### Clock routing, run 1

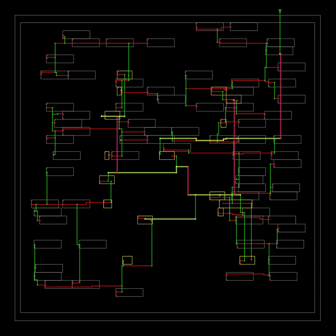
### Clock network drawn from the DEF, run 1

Scale: 3 px per um.
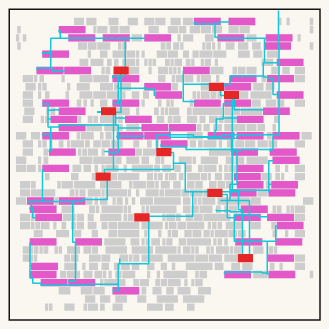
### Floorplan with the power grid, run 1

Scale: 4 px per um. Pins as bars on the die edge.
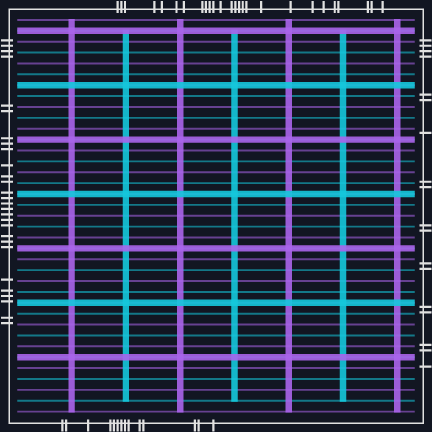
### config.mk
export PLATFORM = sky130hd
export DESIGN_NAME = plan_select_seq
export DESIGN_NICKNAME = d
export VERILOG_FILES = /design/src/rtl/plan_select_seq.sv
export SDC_FILE = /design/constraint.sdc
export NUM_CORES = 1
export LEC_CHECK = 0
export CORE_MARGIN = 1.5
export CORE_UTILIZATION = 50
export CTS_CLUSTER_DIAMETER = 150
export DETAILED_ROUTE_END_ITERATION = 8
export PLACE_DENSITY = 0.74
export SETUP_SLACK_MARGIN = 0.1
export SLEW_MARGIN = 20
export SYNTH_ARGS = -nofsm -noshare
export SYNTH_HDL_FRONTEND = slang
export SYNTH_SLANG_ARGS = --single-unit
### constraint.sdc
create_clock -name clk -period 6.3 [get_ports clk]
set_clock_uncertainty 0.1 [all_clocks]
set_input_delay 1.575 -clock clk [delete_from_list [all_inputs] [get_ports clk]]
set_output_delay 1.575 -clock clk [all_outputs]
set_load 0.02 [all_outputs]
### src/rtl/plan_select_seq.sv
// Streaming plan selector: scores each accepted plan against a latched profile and
// reports the best eligible plan (or the cheapest). Optional runner-up: PLAN_SELECT_RUNNERUP_EN.
module plan_select_seq #(
    parameter int unsigned DW        = 6,
    parameter int unsigned WW        = 3,
    parameter int unsigned MAX_PLANS = 16,
    parameter int unsigned IDXW      = 4
) (
    input  logic                    clk,
    input  logic                    rst,
    input  logic                    start,
    input  logic [DW-1:0]           budget,
    input  logic [DW-1:0]           avg_talk,
    input  logic [DW-1:0]           avg_data,
    input  logic [WW-1:0]           w_talk,
    input  logic [WW-1:0]           w_data,
    input  logic                    plan_valid,
    output logic                    plan_ready,
    input  logic [DW-1:0]           plan_cost,
    input  logic [DW-1:0]           plan_talk,
    input  logic [DW-1:0]           plan_data,
    input  logic                    plan_last,
    output logic                    busy,
    output logic                    result_valid,
    input  logic                    result_ready,
    output logic [IDXW-1:0]         best_idx,
    output logic [DW+WW:0]          best_score,
    output logic                    fallback,
    output logic                    truncated,
    output logic [IDXW:0]           plan_count,
    output logic [IDXW-1:0]         second_idx,
    output logic [DW+WW:0]          second_score
);
    localparam int unsigned SW = DW + WW + 1;

    typedef enum logic [1:0] {StIdle, StLoad, StDone} state_e;

    state_e            state_q, state_d;
    logic [DW-1:0]     budget_q, budget_d, avg_talk_q, avg_talk_d, avg_data_q, avg_data_d;
    logic [WW-1:0]     w_talk_q, w_talk_d, w_data_q, w_data_d;
    logic [IDXW:0]     cnt_q, cnt_d;
    logic              has_elig_q, has_elig_d;
    logic [IDXW-1:0]   elig_idx_q, elig_idx_d, min_idx_q, min_idx_d, res_idx_q, res_idx_d;
    logic [SW-1:0]     elig_score_q, elig_score_d, res_score_q, res_score_d;
    logic [DW-1:0]     min_cost_q, min_cost_d;
    logic              res_fb_q, res_fb_d, res_trunc_q, res_trunc_d;

    logic              accept, eligible, at_max, is_last, new_best, new_min;
    logic [IDXW-1:0]   cur_idx;
    logic [SW-1:0]     cur_score;

    assign accept    = (state_q == StLoad) && plan_valid;
    assign cur_idx   = cnt_q[IDXW-1:0];
    assign cur_score = SW'(plan_talk) * SW'(w_talk_q) + SW'(plan_data) * SW'(w_data_q);
    assign eligible  = (plan_cost <= budget_q) && (plan_talk >= avg_talk_q) &&
                       (plan_data >= avg_data_q);
    assign at_max    = (cnt_q == (IDXW+1)'(MAX_PLANS - 1));
    assign is_last   = plan_last || at_max;
    assign new_best  = eligible && (!has_elig_q || (cur_score > elig_score_q));
    // First accepted plan always seeds the cheapest tracker.
    assign new_min   = (cnt_q == '0) || (plan_cost < min_cost_q);

    always_comb begin
        state_d      = state_q;
        budget_d     = budget_q;
        avg_talk_d   = avg_talk_q;
        avg_data_d   = avg_data_q;
        w_talk_d     = w_talk_q;
        w_data_d     = w_data_q;
        cnt_d        = cnt_q;
        has_elig_d   = has_elig_q;
        elig_idx_d   = elig_idx_q;
        elig_score_d = elig_score_q;
        min_cost_d   = min_cost_q;
        min_idx_d    = min_idx_q;
        res_idx_d    = res_idx_q;
        res_score_d  = res_score_q;
        res_fb_d     = res_fb_q;
        res_trunc_d  = res_trunc_q;
        unique case (state_q)
            StIdle: begin
                if (start) begin
                    state_d      = StLoad;
                    budget_d     = budget;
                    avg_talk_d   = avg_talk;
                    avg_data_d   = avg_data;
                    w_talk_d     = w_talk;
                    w_data_d     = w_data;
                    cnt_d        = '0;
                    has_elig_d   = 1'b0;
                    elig_idx_d   = '0;
                    elig_score_d = '0;
                    min_cost_d   = '0;
                    min_idx_d    = '0;
                    res_idx_d    = '0;
                    res_score_d  = '0;
                    res_fb_d     = 1'b0;
                    res_trunc_d  = 1'b0;
                end
            end
            StLoad: begin
                if (accept) begin
                    cnt_d = cnt_q + (IDXW+1)'(1);
                    if (new_best) begin
                        has_elig_d   = 1'b1;
                        elig_idx_d   = cur_idx;
                        elig_score_d = cur_score;
                    end
                    if (new_min) begin
                        min_cost_d = plan_cost;
                        min_idx_d  = cur_idx;
                    end
                    if (is_last) begin
                        state_d     = StDone;
                        res_idx_d   = has_elig_d ? elig_idx_d : min_idx_d;
                        res_score_d = has_elig_d ? elig_score_d : '0;
                        res_fb_d    = !has_elig_d;
                        res_trunc_d = at_max && !plan_last;
                    end
                end
            end
            StDone: begin
                if (result_ready) state_d = StIdle;
            end
            default: state_d = StIdle;
        endcase
    end

    always_ff @(posedge clk or posedge rst) begin
        if (rst) begin
            state_q      <= StIdle;
            budget_q     <= '0;
            avg_talk_q   <= '0;
            avg_data_q   <= '0;
            w_talk_q     <= '0;
            w_data_q     <= '0;
            cnt_q        <= '0;
            has_elig_q   <= 1'b0;
            elig_idx_q   <= '0;
            elig_score_q <= '0;
            min_cost_q   <= '0;
            min_idx_q    <= '0;
            res_idx_q    <= '0;
            res_score_q  <= '0;
            res_fb_q     <= 1'b0;
            res_trunc_q  <= 1'b0;
        end else begin
            state_q      <= state_d;
            budget_q     <= budget_d;
            avg_talk_q   <= avg_talk_d;
            avg_data_q   <= avg_data_d;
            w_talk_q     <= w_talk_d;
            w_data_q     <= w_data_d;
            cnt_q        <= cnt_d;
            has_elig_q   <= has_elig_d;
            elig_idx_q   <= elig_idx_d;
            elig_score_q <= elig_score_d;
            min_cost_q   <= min_cost_d;
            min_idx_q    <= min_idx_d;
            res_idx_q    <= res_idx_d;
            res_score_q  <= res_score_d;
            res_fb_q     <= res_fb_d;
            res_trunc_q  <= res_trunc_d;
        end
    end

    assign plan_ready   = (state_q == StLoad);
    assign busy         = (state_q != StIdle);
    assign result_valid = (state_q == StDone);
    assign best_idx     = res_idx_q;
    assign best_score   = res_score_q;
    assign fallback     = res_fb_q;
    assign truncated    = res_trunc_q;
    assign plan_count   = cnt_q;

`ifdef PLAN_SELECT_RUNNERUP_EN
    logic            has_sec_q, has_sec_d;
    logic [IDXW-1:0] sec_idx_q, sec_idx_d, res_sidx_q, res_sidx_d;
    logic [SW-1:0]   sec_score_q, sec_score_d, res_sscore_q, res_sscore_d;

    always_comb begin
        has_sec_d    = has_sec_q;
        sec_idx_d    = sec_idx_q;
        sec_score_d  = sec_score_q;
        res_sidx_d   = res_sidx_q;
        res_sscore_d = res_sscore_q;
        if ((state_q == StIdle) && start) begin
            has_sec_d    = 1'b0;
            sec_idx_d    = '0;
            sec_score_d  = '0;
            res_sidx_d   = '0;
            res_sscore_d = '0;
        end else if (accept) begin
            // A new best pushes the previous best down into the runner-up slot.
            if (new_best) begin
                if (has_elig_q) begin
                    has_sec_d   = 1'b1;
                    sec_idx_d   = elig_idx_q;
                    sec_score_d = elig_score_q;
                end
            end else if (eligible && (!has_sec_q || (cur_score > sec_score_q))) begin
                has_sec_d   = 1'b1;
                sec_idx_d   = cur_idx;
                sec_score_d = cur_score;
            end
            if (is_last) begin
                res_sidx_d   = has_sec_d ? sec_idx_d : '0;
                res_sscore_d = has_sec_d ? sec_score_d : '0;
            end
        end
    end

    always_ff @(posedge clk or posedge rst) begin
        if (rst) begin
            has_sec_q    <= 1'b0;
            sec_idx_q    <= '0;
            sec_score_q  <= '0;
            res_sidx_q   <= '0;
            res_sscore_q <= '0;
        end else begin
            has_sec_q    <= has_sec_d;
            sec_idx_q    <= sec_idx_d;
            sec_score_q  <= sec_score_d;
            res_sidx_q   <= res_sidx_d;
            res_sscore_q <= res_sscore_d;
        end
    end

    assign second_idx   = res_sidx_q;
    assign second_score = res_sscore_q;
`else
    assign second_idx   = '0;
    assign second_score = '0;
`endif

endmodule

==> job_summary.md, run 1 <==
## Synthesis and layout report

| Metric | Value |
|---|---|
| Outcome | `complete, but fails checks` |
| Failing checks | `negative setup slack` |
| Met3 routed WL | `442 um` |
| Max Cap Viol | `0` |
| Count of final setup violators | `23` |
| Most common logic cell in the routed design | `inv_1` |
| Fin. max-slew vios | `0` |
| Setup bufs post-CTS | `9` |
| Seq area share | `27.7%` |
| # IOs | `86` |
| Clock buffers | `11` |
| Multi-input gates | `350` |
| Setup TNS | `-0.470 ns` |
| Routing usage on met3 | `4.75%` |
| YS chip area | `5010 um2` |
| Routed WL | `11,000 um` |
| First-pass GRT wire length | `18,200 um` |
| Post-synthesis adder-cell area fraction | `20.9%` |
| RD Place Congestion | `0.868` |
| Data buffer area share | `16.6%` |
| WHS Path Cells | `1` |
| TritonCTS clock tree | `yes` |
| Most Used Layer, Global Route | `met2` |
| CTS Hold Bufs | `0` |
| Sequential cell count | `72` |
| Num CTS Buffers | `9` |
| Logic area | `2980 um2` |
| Top Layout Cells | `inv_1 (73), dfrtp_1 (72), clkdlybuf4s50_1 (59), nand2_1 (47), ha_1 (45)` |
| Post-synth regs | `72` |
| CP startpoint | `plan_data[1]` |
| Bufs and invs on worst path | `5` |
| Tap cells | `133` |
| ANT nets after route | `0` |
| Inverters | `78` |
| Setup ws final | `-0.0598 ns` |
| Number of synthesized flops with an enable pin | `0` |
| Cell area after layout | `6510 um2` |
| Worst Setup EP | `elig_score_q[9]$_DFFE_PP0P_` |
| Grt met2 use | `39.1%` |
| Leading cell type by number of instances after synthesis | `inv_1` |
| Wire length on met2 | `5640 um` |
| Yosys warns | `0` |
| CP delay by family, top | `adder cells` |
| Post-synth top cells | `inv_1 (77), dfrtp_1 (72), ha_1 (50)` |
| Sequential cell area | `1800 um2` |
| Reg2Reg Depth | `23` |
Notes on 'Clock routing' above:
worst skew pair latency: 0.36 ns

Notes on 'Clock network drawn from the DEF' above:
cells driving clock nets: in red, count 9. flip-flops: in magenta, count 72. clock wires: in cyan, length 1,050 um.
There are 10 routed clock nets.

Notes on 'Floorplan with the power grid' above:
VDD: in cyan. VSS: in purple.
86 signal pins sit on the boundary. 37 met1 rails follow the rows. 7 straps on met4.

==> run 2, diff against run 1 <==
--- a/config.mk
+++ b/config.mk
@@ -6,10 +6,11 @@
 export NUM_CORES = 1
 export LEC_CHECK = 0
 export CORE_MARGIN = 1.5
-export CORE_UTILIZATION = 50
+export CORE_UTILIZATION = 45
 export CTS_CLUSTER_DIAMETER = 150
 export DETAILED_ROUTE_END_ITERATION = 8
-export PLACE_DENSITY = 0.74
+export PLACE_DENSITY = 0.68
+export REMOVE_ABC_BUFFERS = 1
 export SETUP_SLACK_MARGIN = 0.1
 export SLEW_MARGIN = 20
 export SYNTH_ARGS = -nofsm -noshare
==> run 2 against run 1 <==
Against the previous run:
- the flow now finishes without violations
- count of clock-buffer cells in the layout shrank 1
- synthesized area is the same
- die size grew 11%
- critical path depth grew 2
- flip-flop count is the same
- hold slack gained 0.0065 ns
- critical path type unchanged
- highest routed layer unchanged
- utilization shrank 6.4 points
==> job_summary.md, run 2 <==
## Synthesis and layout report

| Metric | Value |
|---|---|
| CP startpoint | `plan_data[1]` |
| Logic area | `3020 um2 (+1.3%)` |
| Setup TNS | `0 ns (+0.470 ns)` |
| Inverters | `78 (unchanged)` |
| CTS Hold Bufs | `0 (unchanged)` |
| Seq area share | `27.5% (-0.20 points)` |
| Setup ws final | `0.114 ns (+0.174 ns)` |
| Grt total ovfl | `0` |
| Bufs and invs on worst path | `9 (+4)` |
| Routed WL | `11,300 um (+2.8%)` |
| Routing usage on met3 | `3.62% (-1.1 points)` |
| Data buffer area share | `16.0% (-0.63 points)` |
| Post-synth top cells | `inv_1 (77), dfrtp_1 (72), ha_1 (50)` |
| TritonCTS clock tree | `yes` |
| Sequential cell area | `1800 um2 (unchanged)` |
| Leading cell type by number of instances after synthesis | `inv_1` |
| Clock buffers | `10 (-1)` |
| Met3 routed WL | `375 um (-15%)` |
| Multi-input gates | `350 (unchanged)` |
| Most common logic cell in the routed design | `inv_1` |
| Post-synthesis adder-cell area fraction | `20.9% (unchanged)` |
| Max Cap Viol | `0 (unchanged)` |
| First-pass GRT wire length | `18,400 um (+0.69%)` |
| ANT nets after route | `0 (unchanged)` |
| WHS Path Cells | `2 (+1)` |
| Wire length on met2 | `5650 um (about the same)` |
| CP delay by family, top | `adder cells` |
| RD Place Congestion | `0.826 (-4.9%)` |
| Grt met2 use | `34.5% (-4.6 points)` |
| Tap cells | `140 (+5.3%)` |
| TritonCTS Sinks | `72` |
| Yosys warns | `0 (unchanged)` |
| Setup bufs post-CTS | `5 (-4)` |
| Number of synthesized flops with an enable pin | `0 (unchanged)` |
| Outcome | `finished, final reports clean` |
| Worst skew pair latency | `0.35 ns (about the same)` |
| # IOs | `86 (unchanged)` |
| Num CTS Buffers | `9 (unchanged)` |
| Cell area after layout | `6560 um2 (+0.71%)` |
| Fin. max-slew vios | `0 (unchanged)` |
| Wire length per cell | `14.8 um` |
| Most Used Layer, Global Route | `met2` |
| Sequential cell count | `72 (unchanged)` |
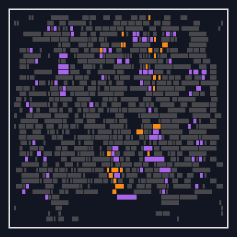
*Selected gate families, run 2*
Scale: 2 px per um.
inverting AOI/OAI gates: in purple, cells 72, most used o21ai_1, where spread over the die. NOR gates: in orange, cells 25, most used nor2_1.

==> run 3, diff against run 2 <==
==> constraint.sdc (replaced) <==
create_clock -name clk -period 6.3 [get_ports clk]
set_clock_uncertainty 0.1 [all_clocks]
set_input_delay 1.26 -clock clk [delete_from_list [all_inputs] [get_ports clk]]
set_output_delay 1.26 -clock clk [all_outputs]
set_load 0.02 [all_outputs]
==> run 3 against run 2 <==
Against the previous run:
- die size unchanged
- setup slack improved by 0.19 ns
- cell area is 1.6% lower
- critical endpoint is now elig_score_q[9]$_DFFE_PP0P_
==> job_summary.md, run 3 <==
## Synthesis and layout report

| Metric | Value |
|---|---|
| ANT nets after route | `0 (unchanged)` |
| TritonCTS Sinks | `72 (unchanged)` |
| Outcome | `finished, final reports clean` |
| Routing usage on met3 | `3.56% (-0.060 points)` |
| Final core utilization | `59.5%` |
| CTS clk-pin slew, worst paths | `0.08 ns` |
| Grt total ovfl | `0 (unchanged)` |
| Most numerous cell on the critical path | `fa_1` |
| Critical Path Max Stage Delay | `0.54 ns` |
| Multi-input gates | `350 (unchanged)` |
| Logic area | `2930 um2 (-3.0%)` |
| Setup TNS | `0 ns (unchanged)` |
| Reg2Reg Depth | `23` |
| CP startpoint | `plan_data[1]` |
| Top area cell types | `dfrtp_1 (36%), ha_1 (12%), fa_1 (8.4%), inv_1 (5.8%), and2_1 (4.0%)` |
| Setup bufs post-CTS | `11 (+6)` |
| H-tree depth | `3` |
| Buffers on Ports | `71` |
| Leading cell type by number of instances after synthesis | `inv_1` |
| First-pass GRT wire length | `18,400 um (unchanged)` |
| Worst Setup EP | `elig_score_q[9]$_DFFE_PP0P_` |
| Clock Path Buffers | `2` |
| # IOs | `86 (unchanged)` |
| Synth area leader | `dfrtp_1` |
| Inverters | `78 (unchanged)` |
| Bufs and invs on worst path | `4 (-5)` |
| Wire length on met2 | `5310 um (-6.0%)` |
| TritonCTS clock tree | `yes` |
| Num CTS Buffers | `9 (unchanged)` |
| Grt met2 use | `32.3% (-2.2 points)` |
| Number of synthesized flops with an enable pin | `0 (unchanged)` |
| Met3 routed WL | `462 um (+23%)` |
| Number of fill cells in the layout | `939` |
| Seq area share | `27.9% (+0.44 points)` |
| Crit-path cells | `dlygate4sd2_1 -> and2_1 -> fa_1 -> fa_1 -> inv_1 -> fa_1 -> inv_1 -> ha_1 -> a21o_1 -> a21oi_2 -> o21ai_2 -> nor2_2 -> xnor2_2 -> ha_1 -> nand4_1 -> a211oi_2 -> a2111oi_4 -> o21ai_1 -> nand2_2 -> a21o_1 -> buf_12 -> a22o_1` |
| Fin. max-slew vios | `0 (unchanged)` |
| CTS Hold Bufs | `0 (unchanged)` |
| Max Cap Viol | `0 (unchanged)` |
| Most Used Layer, Global Route | `met2` |
| Clock buffers | `9 (-1)` |
| Register share after synthesis | `35.9%` |
| WHS Path Cells | `2 (unchanged)` |
| Sequential cell area | `1800 um2 (unchanged)` |
| Most common logic cell in the routed design | `inv_1` |
| Post-synthesis adder-cell area fraction | `20.9% (unchanged)` |
| Wire length per cell | `14.3 um (-3.1%)` |
| Setup ws final | `0.300 ns (+0.186 ns)` |
| FF-to-FF setup slack | `0.95 ns` |
| Routed WL | `11,000 um (-2.8%)` |
| Worst r2r dst | `elig_score_q[9]$_DFFE_PP0P_` |
| CP max-delay cell | `fa_1` |
| Worst min path class | `flop to flop` |
| Tap cells | `140 (unchanged)` |
| Highest metal used | `met4` |
| Slew headroom | `38.3%` |
| Top Layout Cells | `inv_1 (74), dfrtp_1 (72), clkdlybuf4s50_1 (59), nand2_1 (47), ha_1 (47)` |
| Yosys warns | `0 (unchanged)` |
| AO/OA Area Share | `14.8%` |
| Worst skew pair latency | `0.36 ns (about the same)` |
| Sequential cell count | `72 (unchanged)` |
| Cell area after layout | `6450 um2 (-1.6%)` |
| RD Place Congestion | `0.821 (-0.61%)` |
| Data buffer area share | `16.5% (+0.45 points)` |
| Post-synth top cells | `inv_1 (77), dfrtp_1 (72), ha_1 (50)` |
| Yosys cell count | `513` |
| GRT Overall Usage | `19.8%` |
| CP delay by family, top | `adder cells` |
| WHS | `0.389 ns` |
| Antenna cells | `0` |
| Pin count of the biggest net entering global routing | `73` |
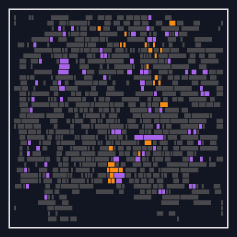
*Selected gate families, run 3*
Scale: 2 px per um.
NOR gates: in orange, cells 25, most used nor2_1. inverting AOI/OAI gates: in purple, cells 72, most used o21ai_1, where spread over the die.


==> layout pictures side by side <==
Signal wires by layer.
Scale: 4 px per um.
shot_01.png
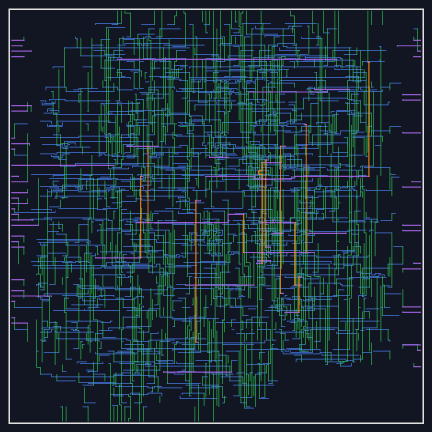
shot_02.png
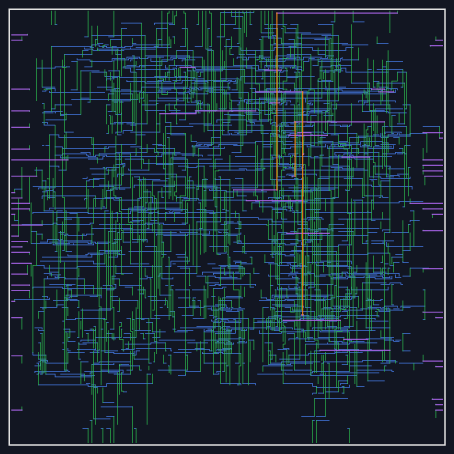
| picture | from |
|---|---|
| shot_01.png | run 1 |
| shot_02.png | run 2 |

Key to shot_02.png:
met2: in green, wire length 5,650 um. met3: in purple, wire length 376 um. met4: in orange, wire length 114 um. met1: in blue, wire length 5,200 um.

